Pin map:
The bar under the picture is 20 um long. Pins as bars across the die edge, other pins in gray.
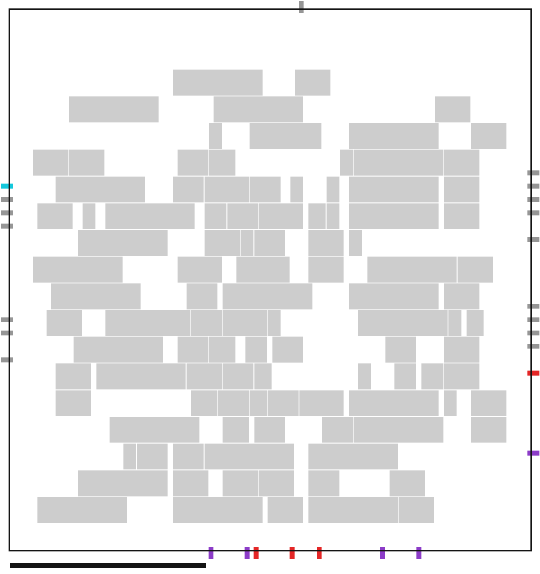
Cells by drive strength:
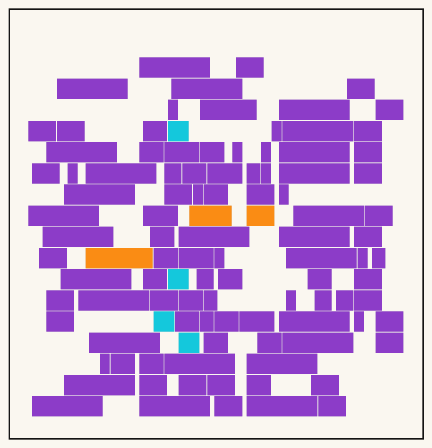
A small window of the routed layout:
Region (30, 31) to (50, 51) um. Cells in gray, sequential cells in the stronger gray; small squares are vias.
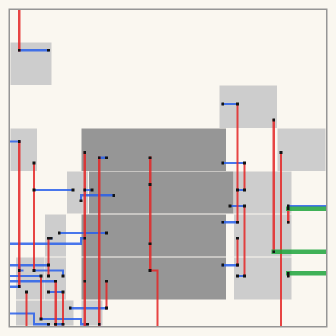
Cell density map:
11 x 11 tiles, from white (low) to dark blue (high), 0 to 100% covered.
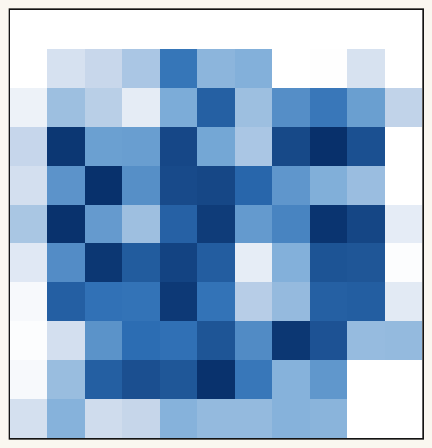
===== src/rtl/w_ctrl_level_if.sv =====
// Write-side FIFO controller bus: write request, overflow clear, read pointer in;
// write pointer, RAM address, level and flags out.
interface w_ctrl_level_if #(
   parameter int ADDRESS_SIZE = 4
);
   logic                    w_en;
   logic                    ovf_clr;
   logic [ADDRESS_SIZE:0]   r_ptr;
   logic [ADDRESS_SIZE:0]   w_ptr;
   logic [ADDRESS_SIZE-1:0] w_addr;
   logic                    w_full;
   logic                    w_almost_full;
   logic [ADDRESS_SIZE:0]   w_level;
   logic                    w_overflow;

   modport master (
      output w_en, ovf_clr, r_ptr,
      input  w_ptr, w_addr, w_full, w_almost_full, w_level, w_overflow
   );

   modport slave (
      input  w_en, ovf_clr, r_ptr,
      output w_ptr, w_addr, w_full, w_almost_full, w_level, w_overflow
   );
endinterface


===== src/rtl/w_ctrl_level.sv =====
// Async FIFO write-domain controller: binary/Gray write pointer, read-pointer
// synchroniser, registered fill level, almost-full, full and sticky overflow.
module w_ctrl_level #(
   parameter int ADDRESS_SIZE = 4,
   parameter int SYNC_STAGES  = 2,
   parameter int AF_THRESHOLD = (1 << ADDRESS_SIZE) - 2
) (
   input logic           clk,
   input logic           rst,
   w_ctrl_level_if.slave bus
);
   localparam int AW = ADDRESS_SIZE;
   localparam logic [AW:0] DEPTH  = {1'b1, {AW{1'b0}}};
   localparam logic [AW:0] AF_LVL = AF_THRESHOLD[AW:0];

   logic [AW:0] w_bin_q,   w_bin_d;
   logic [AW:0] w_ptr_q,   w_ptr_d;
   logic [AW:0] w_level_q, w_level_d;
   logic        w_full_q,  w_full_d;
   logic        w_af_q,    w_af_d;
   logic        w_ovf_q,   w_ovf_d;
   logic [AW:0] sync_q [SYNC_STAGES];
   logic [AW:0] sync_d [SYNC_STAGES];

   logic        accept;
   logic [AW:0] wq_rptr;
   logic [AW:0] rq_bin;

   assign wq_rptr = sync_q[SYNC_STAGES-1];

   always_comb begin
      // NOTE: each variable is assigned on every pass through this block, so no latch is inferred.
      accept  = bus.w_en & ~w_full_q;
      w_bin_d = w_bin_q + {{AW{1'b0}}, accept};
      w_ptr_d = w_bin_d ^ (w_bin_d >> 1);

      sync_d[0] = bus.r_ptr;
      for (int i = 1; i < SYNC_STAGES; i++) begin
         sync_d[i] = sync_q[i-1];
      end

      // Gray to binary: bit i is the XOR of every Gray bit at or above i.
      for (int i = 0; i <= AW; i++) begin
         rq_bin[i] = ^(wq_rptr >> i);
      end

      // A stale read pointer can only make this larger, so flags stay pessimistic.
      w_level_d = w_bin_d - rq_bin;
      w_full_d  = (w_level_d == DEPTH);
      w_af_d    = (w_level_d >= AF_LVL);

      if (bus.w_en && w_full_q) begin
         w_ovf_d = 1'b1;
      end else if (bus.ovf_clr) begin
         w_ovf_d = 1'b0;
      end else begin
         w_ovf_d = w_ovf_q;
      end
   end

   // NOTE: non-blocking assignments so every flop samples pre-edge values together.
   always_ff @(posedge clk or posedge rst) begin
      if (rst) begin
         w_bin_q   <= '0;
         w_ptr_q   <= '0;
         w_level_q <= '0;
         w_full_q  <= 1'b0;
         w_af_q    <= 1'b0;
         w_ovf_q   <= 1'b0;
         for (int i = 0; i < SYNC_STAGES; i++) begin
            sync_q[i] <= '0;
         end
      end else begin
         w_bin_q   <= w_bin_d;
         w_ptr_q   <= w_ptr_d;
         w_level_q <= w_level_d;
         w_full_q  <= w_full_d;
         w_af_q    <= w_af_d;
         w_ovf_q   <= w_ovf_d;
         for (int i = 0; i < SYNC_STAGES; i++) begin
            sync_q[i] <= sync_d[i];
         end
      end
   end

   assign bus.w_ptr         = w_ptr_q;
   assign bus.w_addr        = w_bin_q[AW-1:0];
   assign bus.w_full        = w_full_q;
   assign bus.w_almost_full = w_af_q;
   assign bus.w_level       = w_level_q;
   assign bus.w_overflow    = w_ovf_q;
endmodule


===== src/flat_wrapper.sv =====
// flat-port wrapper written by rule: the top's interface ports become plain ports
module w_ctrl_level_flat 
#(
   parameter int ADDRESS_SIZE = 4,
   parameter int SYNC_STAGES  = 2,
   parameter int AF_THRESHOLD = (1 << ADDRESS_SIZE) - 2
)
  (clk, rst, bus_w_en, bus_ovf_clr, bus_r_ptr, bus_w_ptr, bus_w_addr, bus_w_full, bus_w_almost_full, bus_w_level, bus_w_overflow);
  w_ctrl_level_if #(.ADDRESS_SIZE(ADDRESS_SIZE)) bus_i ();
  input logic clk;
  input logic rst;
  input wire logic [$bits(bus_i.w_en)-1:0] bus_w_en;
  input wire logic [$bits(bus_i.ovf_clr)-1:0] bus_ovf_clr;
  input wire logic [$bits(bus_i.r_ptr)-1:0] bus_r_ptr;
  output wire logic [$bits(bus_i.w_ptr)-1:0] bus_w_ptr;
  output wire logic [$bits(bus_i.w_addr)-1:0] bus_w_addr;
  output wire logic [$bits(bus_i.w_full)-1:0] bus_w_full;
  output wire logic [$bits(bus_i.w_almost_full)-1:0] bus_w_almost_full;
  output wire logic [$bits(bus_i.w_level)-1:0] bus_w_level;
  output wire logic [$bits(bus_i.w_overflow)-1:0] bus_w_overflow;
  assign bus_i.w_en = bus_w_en;
  assign bus_i.ovf_clr = bus_ovf_clr;
  assign bus_i.r_ptr = bus_r_ptr;
  assign bus_w_ptr = bus_i.w_ptr;
  assign bus_w_addr = bus_i.w_addr;
  assign bus_w_full = bus_i.w_full;
  assign bus_w_almost_full = bus_i.w_almost_full;
  assign bus_w_level = bus_i.w_level;
  assign bus_w_overflow = bus_i.w_overflow;
  w_ctrl_level #(.ADDRESS_SIZE(ADDRESS_SIZE), .SYNC_STAGES(SYNC_STAGES), .AF_THRESHOLD(AF_THRESHOLD)) u_core (.clk(clk), .rst(rst), .bus(bus_i));
endmodule

===== config.mk =====
export PLATFORM = sky130hd
export DESIGN_NAME = w_ctrl_level_flat
export DESIGN_NICKNAME = d
export VERILOG_FILES = /design/src/rtl/w_ctrl_level_if.sv /design/src/rtl/w_ctrl_level.sv /design/src/flat_wrapper.sv
export SDC_FILE = /design/constraint.sdc
export NUM_CORES = 1
export LEC_CHECK = 0
export CAP_MARGIN = 20
export CORE_AREA = 2 2 51 53
export DETAILED_ROUTE_END_ITERATION = 10
export DIE_AREA = 0 0 53 55
export PLACE_DENSITY = 0.84
export SLEW_MARGIN = 20
export SYNTH_ARGS = -nofsm -noshare
export SYNTH_HDL_FRONTEND = slang
export SYNTH_SLANG_ARGS = --single-unit

===== constraint.sdc =====
create_clock -name clk -period 3.5 [get_ports clk]
set_clock_uncertainty 0.1 [all_clocks]
set_input_delay 0.525 -clock clk [delete_from_list [all_inputs] [get_ports clk]]
set_output_delay 0.525 -clock clk [all_outputs]
set_load 0.01 [all_outputs]

==> out/metrics.yaml <==
routing:
  vias: 631
  drtAntennaViolNets: 0
  drtPass1Iterations: 2
  wire_per_inst_um: 11.43
  drt_drc_violations_left: 0
  drtIter0Drc: 4
  vias_per_cell: 4.640
  routed_wl_um: 1555
timing:
  hold_viol_final: 0
  period_used_share: 0.8287
  tightest_slew_ns: 0.8858
  max_freq_mhz: 344.8
  fin_setup_tns_ns: 0
  fin_crit_ns: 2.900
  setup_viol: 0
  post-route-worst-setup-slack_ns: 0.5997
  holdWs_ns: 0.2673
  max_slew_margin: 0.4058
  finalMaxSlewViolations: 0
  rsz0062_at_grt: "false"
critical_path:
  rr_worst_depth: 9
  crit_family: "XOR/XNOR gates"
  setup.worst_path.start: "u_core.wq_rptr[4]$_DFF_PP0_"
  slowest_stage: "xnor3_2"
  worstPathCellList: "xnor3_2 > xor2_1 > xnor2_1 > ha_1 > fa_1 > nor2b_1 > a221oi_2 > xnor2_1 > a21bo_1"
  reg2reg_slack_ns: 0.60
  crit_path_end_kind: "flip-flop"
  critPathRequiredTime_ns: 3.62
  critPathMaxStageDelay_ns: 0.48
  cp.buffers_inverters: 0
  cp_common_cell: "xnor2_1"
  rr_startpoint: "u_core.wq_rptr[4]$_DFF_PP0_"
  worstSetupStartpointType: "flip-flop"
  crit_type: "flip-flop to flip-flop"
  worst-path-stages: 9
  arrival_ns: 3.02
  endpoint: "u_core.bus.w_almost_full$_DFF_PP0_"
  crit_path_max_fanout: 3
  r2r-end: "u_core.bus.w_almost_full$_DFF_PP0_"
clock_tree:
  cts_buffer_depth: 2
  holdBufCountCts: 0
  cts.sinks: 27
  cts-htree-levels: 1
  numCtsBuffers: 3
  clkTransAtPathRegs_ns: 0.13
  clk_latency_ns: 0.31
  tritoncts: "yes"
  root_buffer: "clkbuf_4"
  cts-resized-gates: 0
  postCtsSetupRepairBufs: 0
job:
  maxCapViolations: 0
  warnings: 26
min_path:
  min_path_cells: 0
  hold_end: "u_core.wq_rptr[3]$_DFF_PP0_"
  hp-class: "flip-flop to flip-flop"
  hp-start: "u_core.sync_d[3]$_DFF_PP0_"
layout:
  final_layout_top_logic_cell: "dfrtp_1"
  layout_top_cells: "dfrtp_1 (27), clkdlybuf4s50_1 (25), xnor2_1 (10)"
  antenna_cells: 0
  drive_above_1_share: 0.06604
  layout.nets: 122
floorplan:
  ios: 26
  die_area_um2: 2915
  row_count: 18
global_route:
  grt_pass1_wl_um: 2532
  antenna_found_initial: 0
  grt_usage: 0.1276
  grt_pass1_vias: 632
  grt_max_degree: 28
  gr-total-overflow: 0
synthesis:
  yosys_cells: 76
  synth-seq-cells: 27
  aoi_share: 0.03725
  xor_area_frac: 0.1688
  ys_area_um2: 1075
  synthMuxAreaShare: 0
  syn_nets: 91
  ys_sh_simple: 0.05355
  synthAdderAreaFrac: 0.07683
  postSynthCellCount: 76
  ys_types: 17
  yosysWarnings: 0
  synth_area_um2: 1075
  yosysSeqAreaShare: 0.6286
  top_logic_kind: "XOR/XNOR gates"
  syn_avg_cell_area_um2: 14.14
placed_design:
  place.gp.congestion: 0.8206
  dpl-instance-area_um2: 1370
  place_hpwl_um: 1238
  place_ws_ns: 0.3374
power:
  leakagePower_nw: 0.6363
  power_density_nw_per_um2: 1030
  irDropWorstVdd_v: 0.0004928
run_status:
  status: "completed"
Notes on 'pin map' above:
clk -> cyan  # pins 1, direction input, edge left
bus_w_ptr -> purple  # pins 5, direction output, edge 4 bottom, 1 right
bus_w_addr -> red  # pins 4, direction output, edge 3 bottom, 1 right
Die Wd: 53 um
I/O Buffers: 25
die extent in y: 55 um

Notes on 'cells by drive strength' above:
x2 -> orange  # cells 3
x1 and smaller -> purple  # cells 99
x3 and x4 -> cyan  # cells 4
design area: 1396 um2
Buffers excl. clock: 26
Layout area overhead: 29.92%

Notes on 'a small window of the routed layout' above:
M2 -> red
M1 -> blue
M3 -> green
netlist names of flops here include = u_core.bus.w_level (3), u_core.bus.w_almost_full (1)
cells with their middle in the window = 16
most frequent = clkdlybuf4s50_1 (6), dfrtp_1 (4), inv_1 (3)
sequential cells in the window = 4

Notes on 'cell density map' above:
mean over tiles = 47%
nearly empty tiles = 19%
tiles over 75% full = 27%
fullest tile = 100%
emptiest ninth of the die = top left
Core Util, Final: 0.5905
Core Region: 2365 um2
fp_density: 0.4545

==> routing by layer <==
| metal | wire length, um | vias to the layer above | share of wire | track usage |
|---|---|---|---|---|
| met2 | 844 | 20 | 0.54 | 0.2438 |
| met1 | 588 | 309 | 0.38 | 0.1235 |
| li1 | - | 298 | - | - |
| met5 | 0 | - | 0 | 0 |
| met3 | 89 | 4 | 0.057 | 0.03226 |
| met4 | 31 | 0 | 0.020 | 0.07692 |
==> synth_stat cells (all sizes together) <==
cell,number,share of area
xor2,8,0.065
nor2,1,0.0035
and2,1,0.0058
ha,5,0.058
o21ai,1,0.0047
a221o,1,0.0093
xnor2,10,0.081
a21bo,1,0.0093
a221oi,1,0.014
nor2b,3,0.017
nand3,3,0.014
inv,10,0.035
xnor3,1,0.022
fa,1,0.019
nor3,1,0.0093
nand2,1,0.0035
dfrtp,27,0.63
==> through the flow <==
| stage | power (W) | cells | utilization |
|---|---|---|---|
| detailed placement | 0.001331 | 132 | 0.5794 |
| CTS | 0.001461 | 136 | 0.5905 |
| floorplan | 0.001011 | 76 | - |
| finish | 0.001438 | 136 | 0.5905 |
| global placement | 0.001299 | 132 | 0.5794 |
| global route | 0.001557 | 136 | 0.5905 |
==> cell type report <==
type                            instances  area, um2
Clock buffer                            4      26.28
Fill cell                             203      968.4
Inverter                               10      37.54
Multi-Input combinational cell         39      361.6
Sequential cell                        27      675.6
Tap cell                               30      37.54
Timing Repair Buffer                   26      257.7
==> cells by family after synthesis <==
kind of cell / count (synthesis)
flops: 27
xor+xnor: 19
simple gates: 10
fa+ha+maj: 6
buf+inv: 10
compound gates: 4
==> where the power goes <==
part / switching (W) / leakage [nW] / internal, W
sequential: 0.0000541 / 0.320 / 0.000433
clock: 0.0000809 / 0.0150 / 0.0000445
combinational: 0.000399 / 0.302 / 0.000427
Power and IR drop assume default switching activity.
